File: src/rtl/uart_tx_feeder_pkg.sv
// uart_tx_feeder_pkg
//   Shared definitions for the UART transmit feeder slice: the data width of
//   one UART character, the 2-bit FSM state encoding and a small helper used
//   to size the shared cycle counter.
package uart_tx_feeder_pkg;

  localparam int UART_DATA_W = 8;

  // Feeder FSM encoding (kept as plain constants for legacy tools)
  localparam logic [1:0] ST_IDLE = 2'd0;
  localparam logic [1:0] ST_REQ  = 2'd1;
  localparam logic [1:0] ST_BUSY = 2'd2;
  localparam logic [1:0] ST_GAP  = 2'd3;

  // Larger of two integers, for elaboration-time sizing
  function automatic int max_int(input int a, input int b);
    return (a > b) ? a : b;
  endfunction

endpackage

File: src/rtl/uart_tx_feeder_if.sv
// uart_tx_feeder_if
//   Bundles the producer write handshake and the transmitter request/active
//   pair of the UART transmit feeder.
//   master : producer + transmitter side (drives wr_data, wr_valid, tx_active)
//   slave  : the feeder (drives wr_ready, tx_data, tx_start)
interface uart_tx_feeder_if;
  import uart_tx_feeder_pkg::*;

  logic [UART_DATA_W-1:0] wr_data;
  logic                   wr_valid;
  logic                   wr_ready;
  logic [UART_DATA_W-1:0] tx_data;
  logic                   tx_start;
  logic                   tx_active;

  modport master (
    output wr_data, wr_valid, tx_active,
    input  wr_ready, tx_data, tx_start
  );

  modport slave (
    input  wr_data, wr_valid, tx_active,
    output wr_ready, tx_data, tx_start
  );

endinterface

File: src/rtl/uart_tx_feeder_sync_fifo.sv
// sync_fifo
//   Single-clock FIFO with registered level/empty/full and a synchronous flush.
//   Ports: clk, reset (async, active-low); push/push_data (ignored when full);
//   pop/head (head is the oldest entry, pop ignored when empty); flush (empties
//   the FIFO next cycle, wins over a push); level/empty/full status.
//   DEPTH must be a power of two so the pointers wrap naturally.
module sync_fifo #(
  parameter int DEPTH = 16,
  parameter int WIDTH = 8
) (
  input  logic                     clk,
  input  logic                     reset,
  input  logic                     push,
  input  logic [WIDTH-1:0]         push_data,
  input  logic                     pop,
  output logic [WIDTH-1:0]         head,
  input  logic                     flush,
  output logic [$clog2(DEPTH):0]   level,
  output logic                     empty,
  output logic                     full
);
  localparam int PW = $clog2(DEPTH);
  localparam logic [PW-1:0] PTR_ZERO = {PW{1'b0}};
  localparam logic [PW-1:0] PTR_ONE  = PW'(1);
  localparam logic [PW:0]   LVL_ZERO = {(PW+1){1'b0}};
  localparam logic [PW:0]   LVL_ONE  = (PW+1)'(1);
  localparam logic [PW:0]   LVL_FULL = (PW+1)'(DEPTH);

  logic [WIDTH-1:0] mem [DEPTH];
  logic [PW-1:0]    wptr_q, wptr_d, rptr_q, rptr_d;
  logic [PW:0]      level_q, level_d;
  logic             empty_q, empty_d, full_q, full_d;
  logic             push_ok_s, pop_ok_s;

  // Full blocks a push even when a pop frees a slot in the same cycle
  assign push_ok_s = push && !full_q;
  assign pop_ok_s  = pop && !empty_q;

  // Next-state pointers, level and status flags
  always_comb begin
    wptr_d  = wptr_q;
    rptr_d  = rptr_q;
    level_d = level_q;
    if (flush) begin
      wptr_d  = PTR_ZERO;
      rptr_d  = PTR_ZERO;
      level_d = LVL_ZERO;
    end else begin
      if (push_ok_s) begin
        wptr_d = wptr_q + PTR_ONE;
      end else begin
        wptr_d = wptr_q;
      end
      if (pop_ok_s) begin
        rptr_d = rptr_q + PTR_ONE;
      end else begin
        rptr_d = rptr_q;
      end
      case ({push_ok_s, pop_ok_s})
        2'b10:   level_d = level_q + LVL_ONE;
        2'b01:   level_d = level_q - LVL_ONE;
        default: level_d = level_q;
      endcase
    end
    empty_d = (level_d == LVL_ZERO);
    full_d  = (level_d == LVL_FULL);
  end

  // Storage array; contents need no reset because level gates every read
  always_ff @(posedge clk) begin
    if (push_ok_s && !flush) begin
      mem[wptr_q] <= push_data;
    end
  end

  // Pointer and status registers
  always_ff @(posedge clk or negedge reset) begin
    if (!reset) begin
      wptr_q  <= PTR_ZERO;
      rptr_q  <= PTR_ZERO;
      level_q <= LVL_ZERO;
      empty_q <= 1'b1;
      full_q  <= 1'b0;
    end else begin
      wptr_q  <= wptr_d;
      rptr_q  <= rptr_d;
      level_q <= level_d;
      empty_q <= empty_d;
      full_q  <= full_d;
    end
  end

  assign head  = mem[rptr_q];
  assign level = level_q;
  assign empty = empty_q;
  assign full  = full_q;

endmodule

File: src/rtl/uart_tx_feeder.sv
// uart_tx_feeder
//   Byte buffer and frame sequencer in front of a UART transmitter. Bytes from
//   a producer are queued in a sync_fifo; one byte at a time is presented on
//   tx_data with a tx_start request, frames are paced by tx_active, and a
//   low tx_start gap follows every frame or aborted request.
//   Ports: clk, reset (async, active-low); enable (allows launching frames);
//   flush (empties the queue); bus (uart_tx_feeder_if.slave: write handshake
//   and transmitter request); level/empty/full queue status; err_timeout and
//   err_overflow sticky error flags.
//   Build option UART_TX_FEEDER_STATS_EN adds sent_count and drop_count.
module uart_tx_feeder
  import uart_tx_feeder_pkg::*;
#(
  parameter int DEPTH          = 16,
  parameter int CLOCKS_PER_BIT = 10,
  parameter int GAP_CLOCKS     = 2 * CLOCKS_PER_BIT,
  parameter int REQ_TIMEOUT    = 4 * CLOCKS_PER_BIT
) (
  input  logic                   clk,
  input  logic                   reset,
  input  logic                   enable,
  input  logic                   flush,
  uart_tx_feeder_if.slave        bus,
  output logic [$clog2(DEPTH):0] level,
  output logic                   empty,
  output logic                   full,
  output logic                   err_timeout,
  output logic                   err_overflow
`ifdef UART_TX_FEEDER_STATS_EN
  ,
  output logic [15:0]            sent_count,
  output logic [15:0]            drop_count
`endif
);
  localparam int CNT_W = $clog2(max_int(GAP_CLOCKS, REQ_TIMEOUT)) + 1;
  localparam logic [CNT_W-1:0] CNT_ZERO = {CNT_W{1'b0}};
  localparam logic [CNT_W-1:0] CNT_ONE  = CNT_W'(1);
  localparam logic [CNT_W-1:0] CNT_MAX  = {CNT_W{1'b1}};
  localparam logic [CNT_W-1:0] REQ_LAST = CNT_W'(REQ_TIMEOUT - 1);
  localparam logic [CNT_W-1:0] GAP_LAST = CNT_W'(GAP_CLOCKS - 1);

  logic [1:0]             state_q, state_d;
  logic [CNT_W-1:0]       cnt_q, cnt_d, cnt_inc_s;
  logic [UART_DATA_W-1:0] tx_data_q, tx_data_d, fifo_head_s;
  logic                   tx_start_q, tx_start_d;
  logic                   err_timeout_q, err_timeout_d;
  logic                   err_overflow_q, err_overflow_d;
  logic                   pop_s, drop_s, timeout_s;

  sync_fifo #(
    .DEPTH (DEPTH),
    .WIDTH (UART_DATA_W)
  ) u_fifo (
    .clk       (clk),
    .reset     (reset),
    .push      (bus.wr_valid),
    .push_data (bus.wr_data),
    .pop       (pop_s),
    .head      (fifo_head_s),
    .flush     (flush),
    .level     (level),
    .empty     (empty),
    .full      (full)
  );

  assign bus.wr_ready = ~full;

  // Shared REQ/GAP timer saturates instead of wrapping
  assign cnt_inc_s = (cnt_q == CNT_MAX) ? cnt_q : cnt_q + CNT_ONE;
  assign drop_s    = bus.wr_valid && full;
  assign timeout_s = (state_q == ST_REQ) && !bus.tx_active && (cnt_q == REQ_LAST);

  assign err_timeout_d  = err_timeout_q | timeout_s;
  assign err_overflow_d = err_overflow_q | drop_s;

  // Frame sequencer: IDLE -> REQ -> BUSY -> GAP, or REQ -> GAP on timeout
  always_comb begin
    state_d    = state_q;
    cnt_d      = cnt_q;
    tx_data_d  = tx_data_q;
    tx_start_d = tx_start_q;
    pop_s      = 1'b0;
    case (state_q)
      ST_IDLE: begin
        if (enable && !empty) begin
          pop_s      = 1'b1;
          tx_data_d  = fifo_head_s;
          tx_start_d = 1'b1;
          cnt_d      = CNT_ZERO;
          state_d    = ST_REQ;
        end else begin
          state_d = ST_IDLE;
        end
      end
      ST_REQ: begin
        if (bus.tx_active) begin
          tx_start_d = 1'b0;
          state_d    = ST_BUSY;
        end else if (cnt_q == REQ_LAST) begin
          // Abort: the byte stays in tx_data but is never sent
          tx_start_d = 1'b0;
          cnt_d      = CNT_ZERO;
          state_d    = ST_GAP;
        end else begin
          cnt_d = cnt_inc_s;
        end
      end
      ST_BUSY: begin
        if (!bus.tx_active) begin
          cnt_d   = CNT_ZERO;
          state_d = ST_GAP;
        end else begin
          state_d = ST_BUSY;
        end
      end
      ST_GAP: begin
        if (cnt_q == GAP_LAST) begin
          state_d = ST_IDLE;
        end else begin
          cnt_d = cnt_inc_s;
        end
      end
      default: begin
        state_d    = ST_IDLE;
        tx_start_d = 1'b0;
        cnt_d      = CNT_ZERO;
      end
    endcase
  end

  // Sequencer, output and sticky error registers
  always_ff @(posedge clk or negedge reset) begin
    if (!reset) begin
      state_q        <= ST_IDLE;
      cnt_q          <= CNT_ZERO;
      tx_data_q      <= 8'h00;
      tx_start_q     <= 1'b0;
      err_timeout_q  <= 1'b0;
      err_overflow_q <= 1'b0;
    end else begin
      state_q        <= state_d;
      cnt_q          <= cnt_d;
      tx_data_q      <= tx_data_d;
      tx_start_q     <= tx_start_d;
      err_timeout_q  <= err_timeout_d;
      err_overflow_q <= err_overflow_d;
    end
  end

  assign bus.tx_data  = tx_data_q;
  assign bus.tx_start = tx_start_q;
  assign err_timeout  = err_timeout_q;
  assign err_overflow = err_overflow_q;

`ifdef UART_TX_FEEDER_STATS_EN
  logic [15:0] sent_q, sent_d, drop_q, drop_d;
  logic        sent_s;

  // A frame counts as sent when the transmitter releases tx_active
  assign sent_s = (state_q == ST_BUSY) && !bus.tx_active;
  assign sent_d = sent_q + {15'd0, sent_s};
  // A dropped write and a timeout can land in the same cycle
  assign drop_d = drop_q + {15'd0, drop_s} + {15'd0, timeout_s};

  // Wrapping statistics counters
  always_ff @(posedge clk or negedge reset) begin
    if (!reset) begin
      sent_q <= 16'd0;
      drop_q <= 16'd0;
    end else begin
      sent_q <= sent_d;
      drop_q <= drop_d;
    end
  end

  assign sent_count = sent_q;
  assign drop_count = drop_q;
`endif

endmodule

File: src/flat_wrapper.sv
// flat-port wrapper written by rule: the top's interface ports become plain ports
module uart_tx_feeder_flat import uart_tx_feeder_pkg::*;
#(
  parameter int DEPTH          = 16,
  parameter int CLOCKS_PER_BIT = 10,
  parameter int GAP_CLOCKS     = 2 * CLOCKS_PER_BIT,
  parameter int REQ_TIMEOUT    = 4 * CLOCKS_PER_BIT
)
  (clk, reset, enable, flush, level, empty, full, err_timeout, err_overflow, bus_wr_data, bus_wr_valid, bus_tx_active, bus_wr_ready, bus_tx_data, bus_tx_start);
  uart_tx_feeder_if bus_i ();
  input  logic clk;
  input  logic reset;
  input  logic enable;
  input  logic flush;
  output logic [$clog2(DEPTH):0] level;
  output logic empty;
  output logic full;
  output logic err_timeout;
  output logic err_overflow;
  input wire logic [$bits(bus_i.wr_data)-1:0] bus_wr_data;
  input wire logic [$bits(bus_i.wr_valid)-1:0] bus_wr_valid;
  input wire logic [$bits(bus_i.tx_active)-1:0] bus_tx_active;
  output wire logic [$bits(bus_i.wr_ready)-1:0] bus_wr_ready;
  output wire logic [$bits(bus_i.tx_data)-1:0] bus_tx_data;
  output wire logic [$bits(bus_i.tx_start)-1:0] bus_tx_start;
  assign bus_i.wr_data = bus_wr_data;
  assign bus_i.wr_valid = bus_wr_valid;
  assign bus_i.tx_active = bus_tx_active;
  assign bus_wr_ready = bus_i.wr_ready;
  assign bus_tx_data = bus_i.tx_data;
  assign bus_tx_start = bus_i.tx_start;
  uart_tx_feeder #(.DEPTH(DEPTH), .CLOCKS_PER_BIT(CLOCKS_PER_BIT), .GAP_CLOCKS(GAP_CLOCKS), .REQ_TIMEOUT(REQ_TIMEOUT)) u_core (.clk(clk), .reset(reset), .enable(enable), .flush(flush), .bus(bus_i), .level(level), .empty(empty), .full(full), .err_timeout(err_timeout), .err_overflow(err_overflow));
endmodule
File: config.mk
export PLATFORM = sky130hd
export DESIGN_NAME = uart_tx_feeder_flat
export DESIGN_NICKNAME = d
export VERILOG_FILES = /design/src/rtl/uart_tx_feeder_pkg.sv /design/src/rtl/uart_tx_feeder_if.sv /design/src/rtl/uart_tx_feeder_sync_fifo.sv /design/src/rtl/uart_tx_feeder.sv /design/src/flat_wrapper.sv
export SDC_FILE = /design/constraint.sdc
export NUM_CORES = 1
export LEC_CHECK = 0
export ABC_AREA = 1
export CORE_ASPECT_RATIO = 0.8
export CORE_MARGIN = 3
export CORE_UTILIZATION = 45
export DETAILED_ROUTE_END_ITERATION = 10
export SYNTH_ARGS = -nofsm -noshare
export SYNTH_HDL_FRONTEND = slang
export SYNTH_SLANG_ARGS = --single-unit
File: constraint.sdc
create_clock -name clk -period 2.36 [get_ports clk]
set_input_delay 0.354 -clock clk [delete_from_list [all_inputs] [get_ports clk]]
set_output_delay 0.354 -clock clk [all_outputs]
set_load 0.01 [all_outputs]
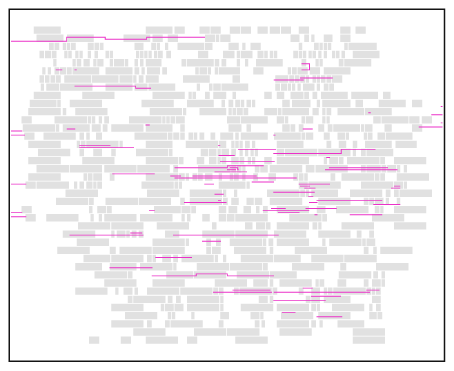
*Metal 3, run 1*
Drawn at 3 px/um. Cells faint in the background.
main direction: horizontal
share of all routed wire: 5.1%
wire length on this layer: 823 um
nets with wire on the layer: 45
longest straight run: 40.5 um
total via count after detailed routing: 4,711
Total Routed Length: 16.1 mm
GR Layer Usage met3: 0.0426

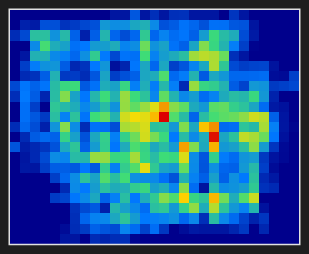
*Wiring heat map, run 1*
Drawn at 2 px/um. 29 x 23 tiles, from dark blue (low) to red (high), scaled to the fullest tile. Values are wire area over tile area, all layers added.
fullest tile: 0.60
densest ninth of the die: centre
emptiest ninth of the die: lower left
wire length per cell after detailed routing: 19.3 um
gr usage total: 0.204

==> commit_impl_results.txt, run 1 <==
Refresh implementation metrics

- Result of the run: finished, final reports clean
- Setup slack after layout: ~240 ps
* Crit-path leading delay family: simple AND/OR/NAND/NOR gates
- Largest area contributor in the netlist: edfxtp_1
- Summing internal, switching and leakage power gives ~0.0079 W.
* Share of flip-flops with an asynchronous set or reset: 0.215
* Syn_nets: ~610
- Min Hold Slack: ~19 ps
- Counting tap cells, the placed design contains a total of 803 instances.
- Main area contributors: edfxtp_1 56%, dfrtp_1 12%, o21ai_0 5.4%, nor2_1 4.9%, o221ai_1 3.5%
- The detailed router used layers up to and including met4.
* Critical path data arrival time: 2480 ps
- Summed over all nets, the switching power comes to about 0.0023 W.
* Area of the placeable core: 14,600 um2
* Final Cycle Share: 0.898
- Int Pwr: between 0.005 and 0.006 W
- DRC errors left: 0
- The synthesized netlist has a Yosys-reported chip area of 6910 um2.
- Slowest Stage Delay on Critical Path: ~400 ps
* Routability-driven placement congestion ratio: just under 0.9
- Based on the critical path, the design can be clocked at up to approximately 0.47 GHz.
* Number of buffers created by CTS: 17
- Cell class ranked first by area: sequential cells
- Area growth, synth to finish: 18.6%
* Series of cell instances along the critical path: inv_1 -> ha_2 -> inv_2 -> nor2_8 -> nand3_1 -> nand2_2 -> ha_1 -> o21ai_0 -> a21oi_1 -> nor3_2 -> nand2_1 -> nor2_1
- For this design, the sink count on the clock tree is about 160.
* Final clock-cell share: 0.0727
- The finished layout holds about 840 standard cells, fillers aside.
- The non-clock inverters instantiated in the layout total 33.
- A synthesized cell averages between 10 and 15 um2.
- Switching power as a share of total power: 0.289
* H-tree levels: 4
- In the per-layer breakdown of the detailed-route log, met1 shows between 8 and 9 mm.
* Warnings, synthesis: 0
* Number of hold violations in the final report: 0
- The report shows a maximum critical-path fanout of 7.
- Max-slew violation count: 0
* Post-synthesis cell area: ~6900 um2
- At the floorplan stage, the core utilization is reported as 0.472.
* Number of signal-net buffers in the layout: between 60 and 70
- The detailed router reports a met2 wire length of around 7 mm.
- The slew check shows that the tightest pin keeps a relative margin of 0.466.
- Buffers on Ports: 32
- Post-synthesis instance total: between 500 and 600
- Number of global-route vias before repair: around 4,500
- Cell area power density: about 970 nW/um2
- Summed negative setup slack over all endpoints: 0 ps
* Final critical-path required period: about 2100 ps
- Entering global routing, the biggest net connects around 48 pins.
- Setup repair after global routing left no endpoint under its margin.
* And+or+nand+nor area frac: 0.130
* Number of violations of the max-capacitance limit: 0
- Yosys stat cell total: 580
- Measured against the total synthesized area, the mux share comes to 0.
* Average vias per placed instance: between 5 and 6
- Count of multi-input combinational gates: 358
- The first routing iteration left roughly 470 violations.
- Minimum setup slack after placement: roughly 40 ps
- The repair_antennas step left the layout with diodes totalling 0.
* CP Buf/Inv Count: 2
- Relative contribution of the clock network to total power: 0.345
- Measured on the final layout, buffering overhead outside the clock network stands at 0.0702.
- Fraction of area in multi-input gates: 0.238
* Fraction of synthesized cell area taken by the top area cell type: 0.556
- The fraction of cell area in sequential cells is reported as 0.576.
- Clock tree synthesis selected as its root buffer the cell clkbuf_16.
- Floorplan row count: 39
- Slew of the pin with the lowest slew margin: around 800 ps
- Layout fillers: 1,221
* Met3 WL: approximately 820 um
* Maximum clock insertion buffer count: 2
* Synth top cells by count: 128 x edfxtp_1, 91 x nor2_1, 75 x o21ai_0
- Between clock sinks in the finished design, the worst skew comes to approximately 7.7 ps.
- Sort of element at the end of the critical path: flop
- The final timing report counts setup violations totalling 0.
* Count of TritonRoute iterations in the first routing pass: 4
- STA classifies the critical path startpoint as a flop.
* Wire length of the first global-routing pass: around 25 mm
- Die area: between 15,000 and 20,000 um2
* Most common flop cell mapped by yosys: edfxtp_1
- The register with the most flip-flops in the layout has between 100 and 150 of them.
- Number of top-level design ports: 33
* Total placed instance area: 7600 um2
- Measured along the y axis, the die boundary spans ~120 um.
- Clk ins delay skew pair: roughly 420 ps
- The critical path is of the flop to flop type.
- Of the cells placed in the final design, the portion with a size suffix greater than 1 is 0.132.
- Clock-pin slew on the worst setup and hold paths: 60 ps
* Combinational cell fraction of total power: 0.222
* Leakage power: roughly 3 nW
- Of the total synthesized cell area, the portion taken by AND-OR and OR-AND cells is 0.127.
- Chip width: about 140 um
- Area fraction in full adders, half adders and majority gates: 0.0235
- Total grt overflow: 0
- CTS tree: done
- The number of antenna violations at the first check in global routing is 0.
- The layout stage reports a final design area of 8200 um2.
- Number of nets with antenna violations after routing: 0
* Area share of xor/xnor cells in the synthesized design: 0.00127
- According to the timing report, the data required time at the worst endpoint equals 2720 ps.
- OpenROAD warnings: 33
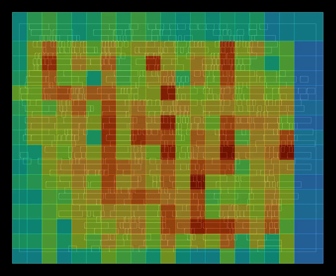
*Routing congestion, run 1*
Core Util, Final: 0.560
highest-utilization routing layer at the global route stage: met1
global routing usage on met1: 0.313
global-route track usage on met2: 0.293

-- run 1: cells by family after synthesis --
logic type / count (synthesis)
flip-flops: 163
adder cells (fa/ha/maj): 13
AND/OR/NAND/NOR: 197
buffers and inverters: 59
XOR/XNOR: 1
AND-OR/OR-AND: 147
-- run 1: path summary, 6_finish.rpt --
path | start | end | slack [ps] | cells after the start
worst max-delay path | u_core.state_q[0] | u_core.u_fifo.empty | 240 | 12
max in group asynchronous | reset | u_core.u_fifo.rptr_q[0] | 1790 | 1
worst min-delay path | reset | u_core.u_fifo.level[4] | 20 | 1
worst max register to register | u_core.state_q[0] | u_core.u_fifo.empty | 240 | 12
min in group clk | u_core.err_overflow | u_core.err_overflow | 460 | 1
worst min register to register | u_core.err_overflow | u_core.err_overflow | 460 | 1
-- run 1: repair_timing --
item | in CTS | in global routing
setup endpoints to repair | 0 | 2
endpoints found under the hold margin | 0 | 0
buffers inserted | 0 | 0
hold buffers | 0 | 0
gates resized | 0 | 1
-- run 1: power groups by stage --
stage / Combinational, W / Sequential (W) / Clock (W)
floorplan: 0.00103 / 0.00351 / 0
global placement: 0.00173 / 0.00349 / 0
detailed placement: 0.00175 / 0.00349 / 0
CTS: 0.00176 / 0.00344 / 0.00277
global route: 0.00195 / 0.00346 / 0.00290
finish: 0.00176 / 0.00343 / 0.00273
-- run 1: cells in the final DEF (no fill, tap or decap), types with 4 or more instances in the layout --
cell / n
o221ai_1: 28
nor2_1: 91
a21oi_1: 19
inv_2: 7
nand2_1: 47
o22ai_1: 4
inv_1: 24
o21ai_0: 75
o21ai_1: 9
buf_4: 32
clkbuf_1: 4
o21a_1: 7
dfrtp_1: 33
edfxtp_1: 128
nor3_1: 11
clkbuf_16: 19
ha_1: 12
clkdlybuf4s50_1: 31
nand3_1: 28
## Run 2: what changed since run 1
--- a/config.mk
+++ b/config.mk
@@ -10,6 +10,8 @@
 export CORE_MARGIN = 3
 export CORE_UTILIZATION = 45
 export DETAILED_ROUTE_END_ITERATION = 10
+export PLACE_DENSITY_LB_ADDON = 0.05
+export RECOVER_POWER = 25
 export SYNTH_ARGS = -nofsm -noshare
 export SYNTH_HDL_FRONTEND = slang
 export SYNTH_SLANG_ARGS = --single-unit
==> commit_impl_results.txt, run 2 <==
Refresh implementation metrics

* Result of the run: finished, final reports clean
- Initial core utilization: 0.472 (unchanged)
- Summed area of non-filler cells in the final layout: 8210 um2 (+0.21%)
- The clock transition at the registers of the reported paths was 60 ps (about the same).
- Leakage power: 3.02 nW (+0.27%)
- Average vias per placed instance: 5.49 (-2.7%)
- Compared with the post-synthesis result, the final layout area differs by 18.8%.
- The launch point of the worst register-to-register path is recorded as u_core.state_q[0].
- The post-detailed-placement cell area was 7620 um2 (+0.36%).
- The power density over the cells came to 953 nW/um2 (-1.5%).
- Share of the final layout cell area in sequential cells: 0.575 (-0.00123)
- The total global-route track usage was 0.203 (-0.00140).
- Yosys stat cell total: 580 (unchanged)
* Switching power as a share of total power: 0.298 (+0.00891)
* Syn_area_per_cell: 11.9 um2 (unchanged)
- Syn_nets: 607 (unchanged)
* Number of top-level design ports: 33 (unchanged)
* End point of the worst hold path: u_core.err_overflow
* Start point of the worst min-delay path: u_core.err_overflow
- The antenna diode count came to 0 (unchanged).
- The share of the clock period used by the worst path after layout came to 0.904 (+0.00654).
* Wire length of the first global-routing pass: 25.2 mm (-0.87%)
* Kind of critical path: flop to flop
- Post-synthesis instance total: 580 (unchanged)
- The weighted congestion reported at the end of routability-driven placement was 0.868 (-0.10%).
- Fraction of area in multi-input gates: 0.237 (-0.000507)
- The library cell used most frequently in the layout, excluding fill and tap cells, is edfxtp_1.
- Share of flip-flops with an asynchronous set or reset: 0.215 (unchanged)
* Root cell of the clock tree: clkbuf_16
- The number of buffers between clock root and the deepest sink came to 2 (unchanged).
* Floorplan row count: 39 (unchanged)
- The post-synthesis instance area came to 6910 um2 (unchanged).
- The layout inverter count without the clock tree was 33 (unchanged).
- Unrepaired setup endpoints after global routing: no
- H-tree levels: 4 (unchanged)
- Final setup violation count: 0 (unchanged)
- Die Y-Extent: 117 um (unchanged)
- The area fraction in xor and xnor cells was 0.00127 (unchanged).
* Chip width: 145 um (unchanged)
* Relative contribution of the clock network to total power: 0.341 (-0.004)
- OpenROAD warnings: 33 (unchanged)
* Number of violations of the max-capacitance limit: 0 (unchanged)
- Flip-flop count of the largest register after layout: 128 (unchanged)
* Number of hold violations in the final report: 0 (unchanged)
- Clock skew: 8.44 ps (+0.780 ps)
* CTS tree: done
- Quantity of hold-fixing buffers added after cts: 1 (+1)
- Fraction of synthesized cell area taken by the top area cell type: 0.556 (unchanged)
- The placeable core region was 14,600 um2 (unchanged).
- Crit-path leading delay family: simple AND/OR/NAND/NOR gates
* DRC errors left: 0 (unchanged)
* Clk ins delay skew pair: 430 ps (about the same)
- Largest area contributor in the netlist: edfxtp_1
* Number of nets with antenna violations after routing: 0 (unchanged)
* Die area: 16,900 um2 (unchanged)
- Combinational cell fraction of total power: 0.219 (-0.003)
- Pin count of the biggest net entering global routing: 66 (+38%)
- Max Fclk: 0.469 GHz (-0.72%)
- The portion of the layout cell area used by non-clock buffers is 0.0745 (+0.00427).
* Post-synthesis share of cell area spent on and-or and or-and gates: 0.127 (unchanged)
* Synth top cells by count: 128 x edfxtp_1, 91 x nor2_1, 75 x o21ai_0
- The critical path's largest stage delay was 410 ps (about the same).
* Slew of the pin with the lowest slew margin: 1310 ps (+514 ps)
- The sum of negative setup slack came to 0 ps (unchanged).
- Worst reg2reg setup slack: 230 ps (-20 ps)
* Endpoint of the worst-slack reg-to-reg timing path: u_core.u_fifo.empty
- The area fraction in mux cells was 0 (unchanged).
- Count of multi-input combinational gates: 358 (unchanged)
- Layout fillers: 1,227 (+0.49%)
- The remaining max-slew budget at the tightest pin was 0.124 (-0.343).
## run 2: power groups by stage
stage	clock (W)	sequential (W)	combinational, W
5_1_grt	0.00286	0.00346	0.00194
3_5_place_dp	0	0.00350	0.00172
6_report	0.00267	0.00344	0.00172
2_1_floorplan	0	0.00351	0.00103
4_1_cts	0.00273	0.00344	0.00172
3_3_place_gp	0	0.00349	0.00170
## run 2: metrics by stage
stage               total power [W]   util  setup WS [ps]  std cells  hold slack (ps)
floorplan                   0.00454      -            116        580             58.4
global route                0.00826  0.561           3.37        838              484
detailed placement          0.00521  0.521           97.0        805              371
CTS                         0.00789  0.561            183        838              459
global placement            0.00519  0.521            148        805              374
finish                      0.00782  0.561            226        838              458
## run 2: worst max-delay path by stage
stage | start | end | slack (ps) | cells past startpoint
2_1_floorplan | u_core.state_q[0] | u_core.u_fifo.full | 120 | 12
3_3_place_gp | bus_wr_valid | u_core.u_fifo.full | 150 | 14
3_5_place_dp | bus_wr_valid | u_core.u_fifo.full | 100 | 14
4_1_cts | u_core.state_q[0] | u_core.u_fifo.empty | 180 | 12
5_1_grt | u_core.state_q[0] | u_core.u_fifo.empty | 3 | 12
6_report | u_core.state_q[0] | u_core.u_fifo.empty | 230 | 12
## run 2: per-layer routing
layer	global-route usage	routed length, um	vias to the layer above	share of wire
li1	-	-	2238	-
met1	0.302	8300	2253	0.51
met2	0.296	7020	91	0.43
met3	0.0536	617	18	0.038
met4	0.0590	231	0	0.014
met5	0	0	-	0
## run 2: worst register-to-register path, cell delays in order, from the launching register on
cell and delay, ps:
dfrtp_1 410, inv_1 140, ha_2 270, inv_2 90, nor2_8 140, nand3_1 100, nand2_2 90, ha_1 220
o21ai_0 140, a21oi_1 90, nor3_2 180, nand2_1 90, nor2_1 120
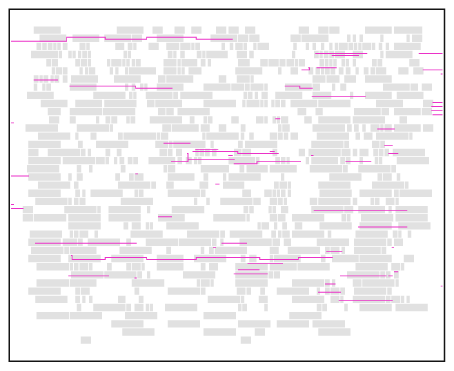
*Metal 3, run 2*
Drawn at 3 px/um. Cells faint in the background.
longest straight run: 33.6 um
main direction: horizontal
share of all routed wire: 3.8%
nets with wire on the layer: 39
total via count after detailed routing: 4,600
GR Layer Usage met3: 0.0536
Total Routed Length: 16.2 mm

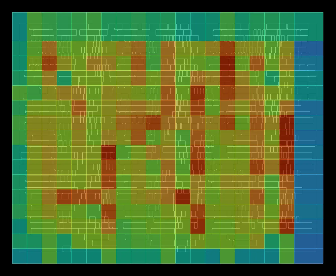
*Routing congestion, run 2*
global routing usage on met1: 0.302
wire length per cell after detailed routing: 19.3 um
Core Util, Final: 0.561
global-route track usage on met2: 0.296

No activity file was given, so power comes from the tool's default toggle rates.
